==> run_1/met2.png <==
Scale: 2 px per µm. Cells faint in the background.
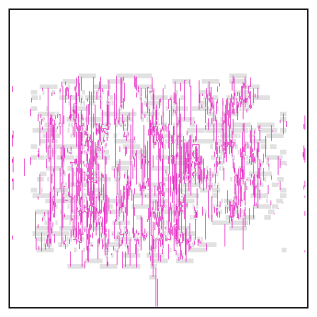
==> run_1/metal_stack.png <==
Scale: 4 px per µm. Two of the layers only.
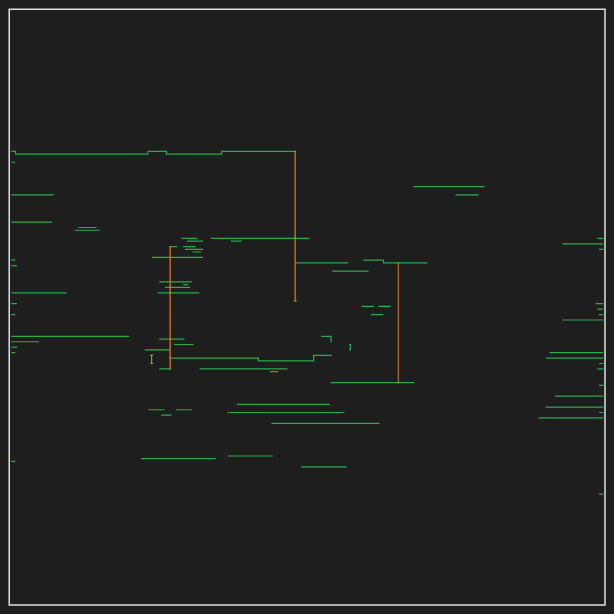
==> run_1/zoom.png <==
Region (101, 101) to (121, 121) µm. Cells in gray, sequential cells in the stronger gray; small squares are vias.
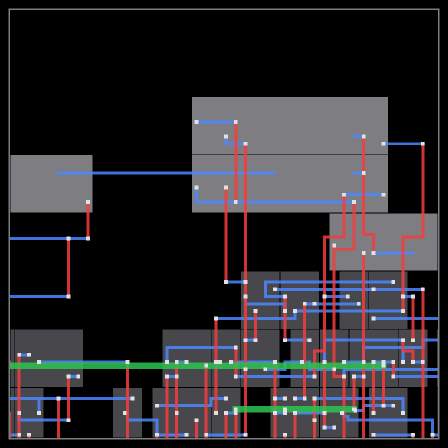
## src/rtl/pw_pkg.sv

```systemverilog
// Shared definitions for the password sequencer and the lock model:
// state encoding, default parameter values and interval helpers.
package pw_pkg;

    typedef enum logic [2:0] {
        ST_IDLE      = 3'd0,
        ST_SETUP     = 3'd1,
        ST_PRESS     = 3'd2,
        ST_RELEASE   = 3'd3,
        ST_WAIT_RESP = 3'd4,
        ST_DONE      = 3'd5
    } pw_state_t;

    localparam int PW_WIDTH_DEF    = 8;
    localparam int MAX_LEN_DEF     = 8;
    localparam int HOLD_CYC_DEF    = 4;
    localparam int GAP_CYC_DEF     = 4;
    localparam int TIMEOUT_CYC_DEF = 16;

    // Interval timers count 0..255 cycles
    localparam int TMR_W = 8;

    // The timer reports expiry on its last cycle, so an N-cycle interval loads N-1
    function automatic logic [TMR_W-1:0] interval_load(input int cycles);
        return TMR_W'(cycles - 1);
    endfunction

endpackage

```

## src/rtl/pw_cycle_timer.sv

```systemverilog
// Loadable down-counter shared by the HOLD, GAP and TIMEOUT intervals.
// Saturates at zero; expired is high while the count sits at zero.
module pw_cycle_timer
    import pw_pkg::*;
(
    input  logic             clk,
    input  logic             reset_n,
    input  logic             load,
    input  logic [TMR_W-1:0] load_val,
    output logic             expired
);

    logic [TMR_W-1:0] remaining;

    // Reload on request, otherwise count down and hold at zero
    always_ff @(posedge clk or negedge reset_n) begin
        if (!reset_n) begin
            remaining <= '0;
        end else if (load) begin
            remaining <= load_val;
        end else if (remaining != '0) begin
            remaining <= remaining - 1'b1;
        end
    end

    assign expired = (remaining == '0);

endmodule

```

## src/rtl/pw_sequencer.sv

```systemverilog
// Password sequencer: buffers characters, then presents each one to the
// lock with a timed enter strobe and waits for an open/wrong verdict.
//
// state        | meaning
// -------------+-----------------------------------------------------
// ST_IDLE      | accept writes/clear/start
// ST_SETUP     | one cycle, char_out settles before enter rises
// ST_PRESS     | enter high for HOLD_CYC cycles
// ST_RELEASE   | enter low for GAP_CYC cycles, then next char or wait
// ST_WAIT_RESP | wait up to TIMEOUT_CYC cycles for open_in / wrong_in
// ST_DONE      | one-cycle done pulse, then back to idle
module pw_sequencer
    import pw_pkg::*;
#(
    parameter int PW_WIDTH    = PW_WIDTH_DEF,
    parameter int MAX_LEN     = MAX_LEN_DEF,
    parameter int HOLD_CYC    = HOLD_CYC_DEF,
    parameter int GAP_CYC     = GAP_CYC_DEF,
    parameter int TIMEOUT_CYC = TIMEOUT_CYC_DEF
) (
    input  logic                           clk,
    input  logic                           reset_n,
    input  logic                           wr_en,
    input  logic [PW_WIDTH-1:0]            wr_char,
    input  logic                           clear,
    input  logic                           start,
    input  logic                           open_in,
    input  logic                           wrong_in,
    output logic [PW_WIDTH-1:0]            char_out,
    output logic                           enter,
    output logic                           busy,
    output logic                           done,
    output logic                           pass,
    output logic                           fail,
    output logic                           timeout,
    output logic [$clog2(MAX_LEN+1)-1:0]   count
);

    localparam int COUNT_W = $clog2(MAX_LEN + 1);
    localparam int IDX_W   = (MAX_LEN > 1) ? $clog2(MAX_LEN) : 1;
    localparam logic [COUNT_W-1:0] FULL = COUNT_W'(MAX_LEN);

    pw_state_t             state_q, state_d;
    logic [COUNT_W-1:0]    count_q, count_d;
    logic [COUNT_W-1:0]    idx_q, idx_d;
    logic                  pass_d, fail_d, timeout_d;
    logic                  wr_buf;
    logic                  tmr_load;
    logic [TMR_W-1:0]      tmr_val;
    logic                  tmr_expired;
    logic [PW_WIDTH-1:0]   char_buf [MAX_LEN];

    pw_cycle_timer u_timer (
        .clk      (clk),
        .reset_n  (reset_n),
        .load     (tmr_load),
        .load_val (tmr_val),
        .expired  (tmr_expired)
    );

    // Next-state, buffer bookkeeping and result flags
    always_comb begin
        state_d   = state_q;
        count_d   = count_q;
        idx_d     = idx_q;
        pass_d    = pass;
        fail_d    = fail;
        timeout_d = timeout;
        wr_buf    = 1'b0;
        tmr_load  = 1'b0;
        tmr_val   = '0;
        unique case (state_q)
            ST_IDLE: begin
                if (clear) begin
                    count_d   = '0;
                    pass_d    = 1'b0;
                    fail_d    = 1'b0;
                    timeout_d = 1'b0;
                end else if (start) begin
                    pass_d    = 1'b0;
                    timeout_d = 1'b0;
                    if (count_q == '0) begin
                        fail_d  = 1'b1;
                        state_d = ST_DONE;
                    end else begin
                        fail_d  = 1'b0;
                        idx_d   = '0;
                        state_d = ST_SETUP;
                    end
                end else if (wr_en && count_q < FULL) begin
                    wr_buf  = 1'b1;
                    count_d = count_q + 1'b1;
                end
            end
            ST_SETUP: begin
                tmr_load = 1'b1;
                tmr_val  = interval_load(HOLD_CYC);
                state_d  = ST_PRESS;
            end
            ST_PRESS: begin
                if (tmr_expired) begin
                    tmr_load = 1'b1;
                    tmr_val  = interval_load(GAP_CYC);
                    state_d  = ST_RELEASE;
                end
            end
            ST_RELEASE: begin
                if (tmr_expired) begin
                    if (idx_q + 1'b1 < count_q) begin
                        idx_d   = idx_q + 1'b1;
                        state_d = ST_SETUP;
                    end else begin
                        tmr_load = 1'b1;
                        tmr_val  = interval_load(TIMEOUT_CYC);
                        state_d  = ST_WAIT_RESP;
                    end
                end
            end
            ST_WAIT_RESP: begin
                if (open_in) begin
                    pass_d  = 1'b1;
                    state_d = ST_DONE;
                end else if (wrong_in) begin
                    fail_d  = 1'b1;
                    state_d = ST_DONE;
                end else if (tmr_expired) begin
                    timeout_d = 1'b1;
                    state_d   = ST_DONE;
                end
            end
            ST_DONE: begin
                state_d = ST_IDLE;
            end
            default: begin
                state_d = ST_IDLE;
            end
        endcase
    end

    // State, buffer and output registers; outputs decode the next state so
    // they change cleanly on the clock edge together with the state
    always_ff @(posedge clk or negedge reset_n) begin
        if (!reset_n) begin
            state_q  <= ST_IDLE;
            count_q  <= '0;
            idx_q    <= '0;
            pass     <= 1'b0;
            fail     <= 1'b0;
            timeout  <= 1'b0;
            enter    <= 1'b0;
            busy     <= 1'b0;
            done     <= 1'b0;
            char_out <= '0;
            for (int i = 0; i < MAX_LEN; i++) begin
                char_buf[i] <= '0;
            end
        end else begin
            state_q <= state_d;
            count_q <= count_d;
            idx_q   <= idx_d;
            pass    <= pass_d;
            fail    <= fail_d;
            timeout <= timeout_d;
            enter   <= (state_d == ST_PRESS);
            busy    <= (state_d != ST_IDLE);
            done    <= (state_d == ST_DONE);
            if (state_d == ST_SETUP) begin
                char_out <= char_buf[idx_d[IDX_W-1:0]];
            end
            if (wr_buf) begin
                char_buf[count_q[IDX_W-1:0]] <= wr_char;
            end
        end
    end

    assign count = count_q;

endmodule

```

## config.mk

```make
export PLATFORM = sky130hd
export DESIGN_NAME = pw_sequencer
export DESIGN_NICKNAME = d
export VERILOG_FILES = /design/src/rtl/pw_pkg.sv /design/src/rtl/pw_cycle_timer.sv /design/src/rtl/pw_sequencer.sv
export SDC_FILE = /design/constraint.sdc
export NUM_CORES = 1
export LEC_CHECK = 0
export ABC_AREA = 1
export ABC_CLOCK_PERIOD_IN_PS = 3100
export CORE_MARGIN = 10
export CORE_UTILIZATION = 30
export CTS_CLUSTER_DIAMETER = 120
export DETAILED_ROUTE_END_ITERATION = 12
export GPL_ROUTABILITY_DRIVEN = 0
export PLACE_DENSITY = 0.53
export SETUP_SLACK_MARGIN = 0.2
export SLEW_MARGIN = 25
export SYNTH_ARGS = -nofsm -noshare
export SYNTH_HDL_FRONTEND = slang
export SYNTH_SLANG_ARGS = --single-unit
```

## constraint.sdc

```tcl
create_clock -name clk -period 3.1 [get_ports clk]
set_input_delay 0.31 -clock clk [delete_from_list [all_inputs] [get_ports clk]]
set_output_delay 0.31 -clock clk [all_outputs]
set_load 0.01 [all_outputs]
```

==> results_dict.tcl, run 1 <==
# metrics dict for downstream scripts
set metrics [dict create \
    synth-edff-count 0 \
    synth_cell_type_count 34 \
    numCtsBuffers 9 \
    grt_max_degree 58 \
    cpPeakStageDelay_ns 0.45 \
    die_x_um 149 \
    path_depth 13 \
    skew_ns 0.0122 \
    pre_cts_ws_ns 0.319 \
    endpoint "char_out[6]$_DFFE_PN0N_" \
    fin_cells 881 \
    r2r_cells 13 \
    ys_cells 627 \
    crit_chain "ha_1 -> xor2_1 -> ha_1 -> nand2_1 -> inv_1 -> a21oi_4 -> nand2_2 -> o211ai_1 -> o21ai_4 -> inv_2 -> nand3_1 -> nand3_1 -> nand2_1" \
    fp_util_pct 30.9 \
    fillers 1688 \
    tap_cells 216 \
    setup_ws_ns 0.429 \
    fmaxAchievable_ghz 0.374 \
    maxCapViolations 0 \
    crit_type "reg -> reg" \
    ys.flop_type "dfrtp_1" \
    grtUsageTotal_pct 12.1 \
    timing.hold.ws_ns 0.0382 \
    total_power_mw 4.75 \
    setup_violations 0 \
    hpwl_mm 8.90 \
    largest_cell_class "sequential cells" \
    yosysChipArea_um2 4960 \
    antenna_found_initial 0 \
    critical_path_buf_inv_count 2 \
    comb_cells 409 \
    reg_top3 "char_buf x64, char_out x8, u_timer.remaining x8" \
    worst_pin_slew_ns 0.740 \
    startpoint_type "flop" \
    cp_max_fo 10 \
    drtPass1Iterations 4 \
    slew_viol_final 0 \
    layout.non_clock_inverters 103 \
    clock_sinks 97 \
    cts_resized 0 \
    endpoint_kind "flop" \
    status "completed" \
    synth_flops 97 \
    regMostFlops "char_buf" \
    regToRegStartpoint "idx_q[0]$_DFF_PN0_" \
    area_share_nonclk_buffers_pct 6.48 \
    area_growth_pct 17.6 \
    n_all_buffers 40 \
    clock_area_share_pct 5.22 \
    tns_ns 0 \
    relSlewSlack_pct 50.7 \
    core_um2 16100 \
    tritoncts "built" \
    viasPerCell 4.79 \
    rsz0062_at_grt "false" \
    synth_warnings 0 \
    drive_gt1_share_pct 7.37 \
    post_cts_buffers 0 \
    grt_pass1_wl_mm 21.6 \
    powerDensity_nw_per_um2 815 \
    drt_iter0_markers 337 \
    ir_drop_mv 0.363 \
    num_rows 46 \
    die-area_um2 22100 \
    warning_count 27 \
    htree_levels 3 \
    clk_pin_slew_ns 0.07 \
    floorplan.nets 649 \
    timing.rr.end "char_out[6]$_DFFE_PN0N_" \
    mi_logic_area_um2 2060 \
    postSynth.asyncResetShare_pct 100 \
    fin_util_pct 36.3 \
    ys_seq_share_pct 49.0 \
    wl_per_cell_um 15.2 \
    post-route-drc-count 0 \
    hold_viol_final 0 \
    p_leak_nw 2.74 \
    register_area_um2 2430 \
    comb-cell-share_pct 35.3 \
    top_cell "nand2_1" \
    largest_register_ffs 64 \
    ctsHoldBuffers 0 \
    clock_path_buffers 2 \
    path_delay_family "AND-OR/OR-AND gates" \
    hold_path_class "in -> async" \
    antenna_left 0 \
]
-- met2.png (at the start) --
- share of all routed wire: 45%
- wire length on this layer: 5980 µm
- longest straight run: 70.7 µm
- main direction: vertical
total number of vias: 4224
grt met2 use: 18.8%
Post-Route WL: 13.4 mm

-- metal_stack.png (at the start) --
- orange: met4 (wire length 100 µm)
- green: met3 (wire length 650 µm)

-- zoom.png (at the start) --
- green: met3
- blue: met1
- red: met2
- netlist names of flops here include: u_timer.remaining (3)
- most frequent: inv_1 (4)
- cells with their middle in the window: 22
- sequential cells in the window: 3

## run 1: layer usage
layer	wire length [µm]	part of all wire, %	track usage (%)
met2	5980	45	18.8
met1	6640	50	16.6
met4	99	0.74	3.17
met5	0	0	0
met3	650	4.9	2.61
## run 1: cells in the final DEF, fill, tap and decap left out, types with 2 or more instances in the layout
| cell type | netlist | final |
|---|---|---|
| a21oi_1 | 9 | 9 |
| inv_6 | 0 | 2 |
| nand3_1 | 103 | 103 |
| inv_1 | 99 | 99 |
| inv_2 | 3 | 3 |
| ha_1 | 7 | 7 |
| xor2_1 | 2 | 2 |
| nand4_1 | 2 | 2 |
| a211oi_1 | 2 | 2 |
| o211ai_1 | 3 | 3 |
| nor2_1 | 21 | 21 |
| nand2_4 | 4 | 3 |
| nand3b_1 | 8 | 8 |
| clkdlybuf4s50_1 | 0 | 31 |
| o21ai_0 | 73 | 73 |
| nor3_1 | 7 | 7 |
| nor2_2 | 4 | 4 |
| xnor2_1 | 2 | 2 |
| nand2_2 | 3 | 3 |
| buf_4 | 4 | 9 |
| clkbuf_16 | 0 | 9 |
| nand2_1 | 146 | 146 |
| or2_2 | 2 | 2 |
| dfrtp_1 | 97 | 96 |
| nand2_8 | 0 | 2 |
## run 1: kinds of logic after synthesis
kind of cell    count (synthesis)  share of synthesized area (%)
compound gates                 93                           10.1
xor+xnor                        4                          0.707
buf+inv                       122                           10.4
simple gates                  304                           28.0
fa+ha+maj                       7                           1.77
flops                          97                           49.0
## run 1: power breakdown
| part | internal [mW] | leakage (nW) | switching, mW |
|---|---|---|---|
| Clock | 0.654 | 0.151 | 0.498 |
| Sequential | 1.58 | 1.31 | 0.210 |
| Combinational | 0.676 | 1.28 | 1.13 |
| Total | 2.91 | 2.74 | 1.84 |
==> run_1/port_nets.png <==
Scale: 2 px per µm.
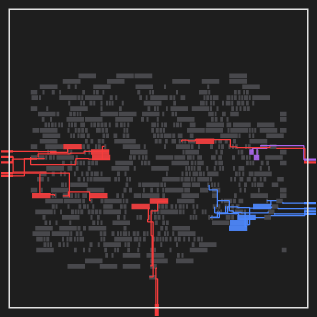

==> run 2, diff against run 1 <==
==> constraint.sdc (replaced) <==
create_clock -name clk -period 3.1 [get_ports clk]
set_input_delay 0.31 -clock clk [delete_from_list [all_inputs] [get_ports clk]]
set_output_delay 0.31 -clock clk [all_outputs]
set_load 0.1 [all_outputs]
==> run_2/port_nets.png <==
Scale: 2 px per µm.
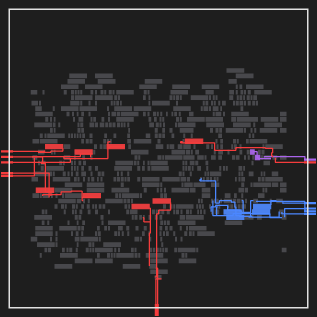
- purple: open_in (bits 1; direction input; edge right; end cells 3; wire 35.0 µm)
- red: char_out (bits 8; direction output; edge 5 left, 2 bottom, 1 right; end cells 8; wire 460 µm)
- blue: count (bits 4; direction output; edge right; end cells 4; wire 234 µm)

==> run_2/metal_stack.png <==
Scale: 4 px per µm. Two of the layers only.
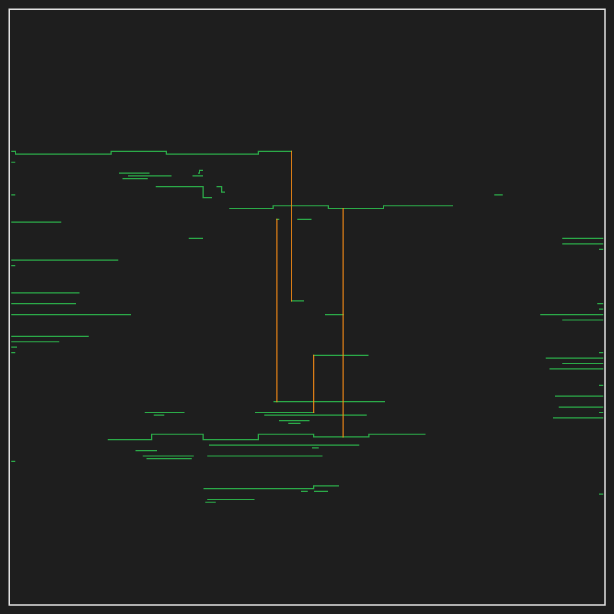
- orange: met4 (wire length 154 µm)
- green: met3 (wire length 788 µm)
All-Layer GR Usage: 12.2%
Post-Route WL: 13.0 mm

==> run 2 against run 1 <==
Clock-buffer cell count stayed put; worst setup slack worse by 0.037 ns; wire length is 2.5% lower; critical path depth stayed put; flip-flop count stayed put; global-route usage is 0.056 points higher; hold slack worse by 0.019 ns; core utilization is 0.11 points lower; critical endpoint unchanged; largest cell class unchanged; highest routed layer unchanged.
==> results_dict.tcl, run 2 <==
# metrics dict for downstream scripts
set metrics [dict create \
    status "completed" \
    top_cell "nand2_1" \
    cpPeakStageDelay_ns 0.47 \
    crit_chain "nand3_1 -> xnor2_1 -> ha_1 -> a21oi_1 -> inv_1 -> a21oi_4 -> nand2_2 -> o211ai_1 -> o21ai_4 -> inv_4 -> nand3_1 -> nand3_1 -> nand2_1" \
    internal-power_mw 2.88 \
    p_sw_mw 2.32 \
    num_rows 46 \
    ys_cells 627 \
    path_delay_family "AND-OR/OR-AND gates" \
    setup_violations 0 \
    tritoncts "built" \
    startpoint_type "flop" \
    core_um2 16100 \
    relSlewSlack_pct 33.6 \
    numCtsBuffers 9 \
    drt_iter0_markers 298 \
    num_vias 4204 \
    wl_per_cell_um 14.8 \
    pre_cts_ws_ns 0.343 \
    critical_path_buf_inv_count 2 \
    routed-wl-met2_mm 5.77 \
    cp_max_fo 10 \
    warning_count 27 \
    antenna_found_initial 0 \
    regToRegStartpoint "idx_q[0]$_DFF_PN0_" \
    clock_sinks 97 \
    reg_top3 "char_buf x64, char_out x8, u_timer.remaining x8" \
    ctsHoldBuffers 0 \
    yosysChipArea_um2 4960 \
    top_layer_used "met4" \
    root_buffer "clkbuf_16" \
    p_leak_nw 2.74 \
    synth_warnings 0 \
    clk_pin_slew_ns 0.07 \
    synth-edff-count 0 \
    power_frac_seq_pct 34.5 \
    fin_util_pct 36.2 \
    pg_clk_mw 1.15 \
    die-area_um2 22100 \
    wl_met1_mm 6.33 \
    antenna_left 0 \
    clock_power_share_pct 22.0 \
    crit_type "reg -> reg" \
    drtPass1Iterations 5 \
    hpwl_mm 8.84 \
    gr-total-overflow 0 \
    busiest_layer "met2" \
    synth_cell_type_count 34 \
    grt_pass1_wl_mm 21.6 \
    drive_gt1_share_pct 8.13 \
    setup_ws_ns 0.392 \
    top_power_group "combinational logic" \
    area_growth_pct 17.2 \
    skew_ns 0.0108 \
    power_frac_comb_pct 43.5 \
    die_x_um 149 \
    ys.flop_type "dfrtp_1" \
    endpoint_kind "flop" \
    viasPerCell 4.78 \
    wl_met3_um 788 \
    post-route-drc-count 0 \
    grtUsageMet1_pct 16.1 \
    synth_flops 97 \
    lay_top_count "nand2_1" \
    maxCapViolations 0 \
    grt_max_degree 58 \
    ys_seq_share_pct 49.0 \
    top_area_share_pct 49.0 \
    tns_ns 0 \
    clock_path_buffers 2 \
    switching_share_pct 44.6 \
    postSynth.asyncResetShare_pct 100 \
    rsz0062_at_grt "false" \
    pg_seq_mw 1.80 \
    use_met3_pct 3.97 \
    floorplan.nets 649 \
    hold_viol_final 0 \
    fillers 1703 \
    worst_pin_slew_ns 0.993 \
    largest_register_ffs 64 \
    timing.hold.ws_ns 0.0191 \
    layout_top_cells "145 x nand2_1, 103 x nand3_1, 99 x inv_1" \
    powerDensity_nw_per_um2 896 \
]
-- run 2: layout make-up --
class	count	area, µm²	share of cell area [%]
multi-input cells	409	2060	35.5
clock inverters	5	62.6	1.08
clock buffers	11	243	4.18
inverters	103	392	6.74
flip-flops and latches	97	2430	41.8
well taps	216	270	4.65
repair buffers	39	355	6.11
-- run 2: worst register-to-register path, delay by kind of cell, from the launching register on --
kind	cells	cell delay (ns)
compound gates	4	0.86
flops	1	0.47
buf+inv	2	0.24
fa+ha+maj	1	0.29
xor+xnor	1	0.23
simple gates	5	0.51
-- run 2: cells by family (layout without fill, tap and decap cells) --
| kind of cell | Yosys count | after routing | synth area share, % |
|---|---|---|---|
| XOR/XNOR | 4 | 4 | 0.707 |
| buffers and inverters | 122 | 158 | 10.4 |
| AND-OR/OR-AND | 93 | 93 | 10.1 |
| AND/OR/NAND/NOR | 304 | 305 | 28.0 |
| adder cells (fa/ha/maj) | 7 | 7 | 1.77 |
| flip-flops | 97 | 97 | 49.0 |
-- run 2: per-stage QoR --
step	total power, mW	instance area [µm²]	instances
finish	5.21	5810	880
floorplan	3.50	4960	627
detailed placement	4.04	5450	862
global placement	4.00	5450	862
global route	5.59	5810	880
CTS	5.21	5760	878
-- run 2: worst paths after layout --
check	endpoint	slack (ns)	cells after the start
max in group asynchronous	char_buf[39]$_DFFE_PN0P_	2.31	2
min in group clk	char_buf[23]$_DFFE_PN0P_	0.49	2
worst max-delay path	char_out[6]$_DFFE_PN0N_	0.39	13
worst max register to register	char_out[6]$_DFFE_PN0N_	0.39	13
worst min register to register	char_buf[23]$_DFFE_PN0P_	0.49	2
worst min-delay path	char_buf[11]$_DFFE_PN0P_	0.02	1
-- run 2: what timing repair did --
item | 4_1_cts | 5_1_grt
setup endpoints to repair | 0 | 8
gates resized | 0 | 6
setup buffers | 0 | 1
==> run 3, diff against run 2 <==
Settings changed: SKIP_LAST_GASP set to 1.
==> run_3/zoom.png <==
Region (101, 101) to (121, 121) µm. Cells in gray, sequential cells in the stronger gray; small squares are vias.
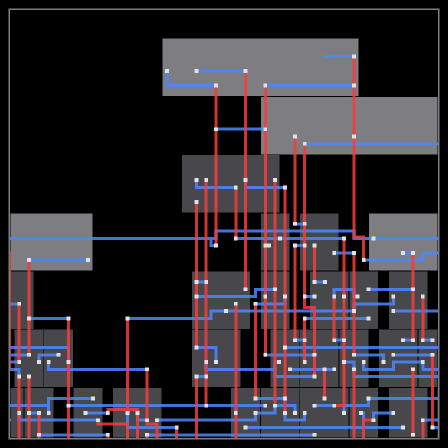
- red: met2
- blue: met1
- sequential cells in the window: 2
- most frequent: inv_1 (5), nand2_1 (5), nor3_1 (4)
- netlist names of flops here include: u_timer.remaining (2)
- cells with their middle in the window: 26

==> run_3/metal_stack.png <==
Scale: 4 px per µm. Two of the layers only.
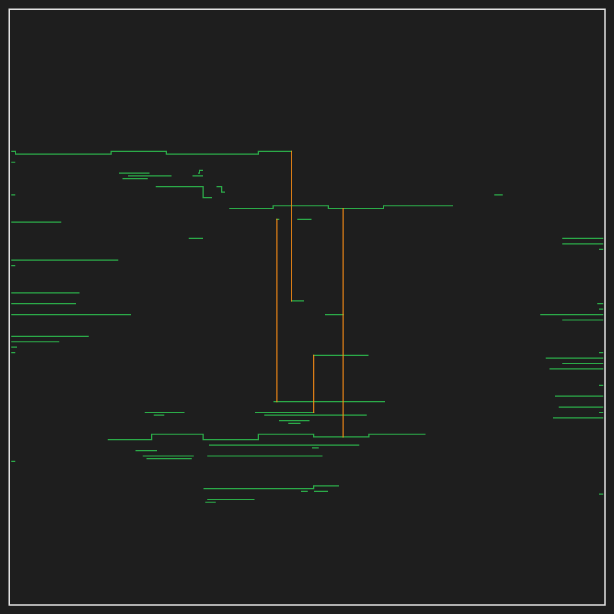
- green: met3 (wire length 788 µm)
- orange: met4 (wire length 154 µm)
total number of vias: 4204
post-DR wirelength/cell: 14.8 µm

==> run 3 against run 2 <==
Largest cell class unchanged; combinational power about the same; via count unchanged; first-iteration DRC count unchanged; die area unchanged; highest routed layer unchanged; core utilization unchanged.
==> results_dict.tcl, run 3 <==
# metrics dict for downstream scripts
set metrics [dict create \
    antenna_found_initial 0 \
    power_frac_comb_pct 43.5 \
    critical_path_buf_inv_count 2 \
    ys.flop_type "dfrtp_1" \
    synth-edff-count 0 \
    use_met3_pct 3.97 \
    grtUsageMet1_pct 16.1 \
    internal-power_mw 2.88 \
    routed-wl-met2_mm 5.77 \
    yosysChipArea_um2 4960 \
    rsz0062_at_grt "false" \
    hold_viol_final 0 \
    tns_ns 0 \
    fmaxAchievable_ghz 0.369 \
    synth_warnings 0 \
    postSynth.asyncResetShare_pct 100 \
    fillers 1703 \
    cts_resized 0 \
    warning_count 27 \
    post-route-drc-count 0 \
    wl_mm 13.0 \
    p_leak_nw 2.74 \
    switching_share_pct 44.6 \
    pg_seq_mw 1.80 \
    antenna_left 0 \
    clock_path_buffers 2 \
    setup_violations 0 \
    num_rows 46 \
    clock_power_share_pct 22.0 \
    gr-total-overflow 0 \
    post_cts_buffers 0 \
    grt_max_degree 58 \
    ys_cells 627 \
    die-area_um2 22100 \
    grtUsageTotal_pct 12.2 \
    power_frac_seq_pct 34.5 \
    fp_util_pct 30.9 \
    relSlewSlack_pct 33.6 \
    tritoncts "built" \
    busiest_layer "met2" \
    synth_flops 97 \
    core_um2 16100 \
    crit_chain "nand3_1 -> xnor2_1 -> ha_1 -> a21oi_1 -> inv_1 -> a21oi_4 -> nand2_2 -> o211ai_1 -> o21ai_4 -> inv_4 -> nand3_1 -> nand3_1 -> nand2_1" \
    cpPeakStageDelay_ns 0.47 \
    drive_gt1_share_pct 8.13 \
    hold_path_class "in -> async" \
    top_cell "nand2_1" \
    place_area_um2 5450 \
    layout_top_cells "145 x nand2_1, 103 x nand3_1, 99 x inv_1" \
    top_area_share_pct 49.0 \
    drt_iter0_markers 298 \
    worst_pin_slew_ns 0.993 \
    p_sw_mw 2.32 \
    numCtsBuffers 9 \
    htree_levels 3 \
    clk_pin_slew_ns 0.07 \
    skew_ns 0.0108 \
    die_h_um 149 \
    path_delay_family "AND-OR/OR-AND gates" \
    regMostFlops "char_buf" \
    slew_viol_final 0 \
    ir_drop_mv 0.581 \
    grt_pass1_wl_mm 21.6 \
    ys_seq_share_pct 49.0 \
    ctsHoldBuffers 0 \
    pg_clk_mw 1.15 \
    netlist_area_um2 4960 \
    final_area_um2 5810 \
    wl_met3_um 788 \
    status "completed" \
    floorplan.nets 649 \
    startpoint_type "flop" \
    crit_top_cell "nand3_1" \
    powerDensity_nw_per_um2 896 \
    cp_max_fo 10 \
    synth_cell_type_count 34 \
    reg_top3 "char_buf x64, char_out x8, u_timer.remaining x8" \
    met2_usage_pct 18.6 \
]
## run 3: cell counts after synthesis
No cell type changed its count.
## run 3: final cells by class
type	instances	area, µm²	share of cell area [%]
Sequential cell	97	2430	41.8
Multi-Input combinational cell	409	2060	35.5
Inverter	103	392	6.74
Timing Repair Buffer	39	355	6.11
Tap cell	216	270	4.65
Clock buffer	11	243	4.18
Clock inverter	5	62.6	1.08
## run 3: stage by stage
stage               total power, mW  setup slack (ns)  hold WS [ns]  util, %  instances
finish                         5.21             0.392        0.0191     36.2        880
global route                   5.59             0.181        0.0725     36.2        880
CTS                            5.21             0.330        0.0426     35.8        878
detailed placement             4.04             0.343         0.425     33.9        862
global placement               4.00             0.429         0.418     33.9        862
floorplan                      3.50             0.353        0.0144        -        627
## run 3: final timing paths
| kind | from | end | slack, ns | cells past startpoint |
|---|---|---|---|---|
| max | idx_q[0]$_DFF_PN0_ | char_out[6]$_DFFE_PN0N_ | 0.39 | 13 |
| min | reset_n | char_buf[11]$_DFFE_PN0P_ | 0.02 | 1 |
| max reg2reg | idx_q[0]$_DFF_PN0_ | char_out[6]$_DFFE_PN0N_ | 0.39 | 13 |
| min reg2reg | char_buf[23]$_DFFE_PN0P_ | char_buf[23]$_DFFE_PN0P_ | 0.49 | 2 |
| max in group asynchronous | reset_n | char_buf[39]$_DFFE_PN0P_ | 2.31 | 2 |
| min in group clk | char_buf[23]$_DFFE_PN0P_ | char_buf[23]$_DFFE_PN0P_ | 0.49 | 2 |
## run 3: logic make-up (layout without fill, tap and decap cells)
group,count (synthesis),in the layout,share of synthesized area [%]
adder cells (fa/ha/maj),7,7,1.77
AND/OR/NAND/NOR,304,305,28.0
flip-flops,97,97,49.0
buffers and inverters,122,158,10.4
XOR/XNOR,4,4,0.707
AND-OR/OR-AND,93,93,10.1
Power figures rest on the tool's default switching activity, not on a simulated workload.
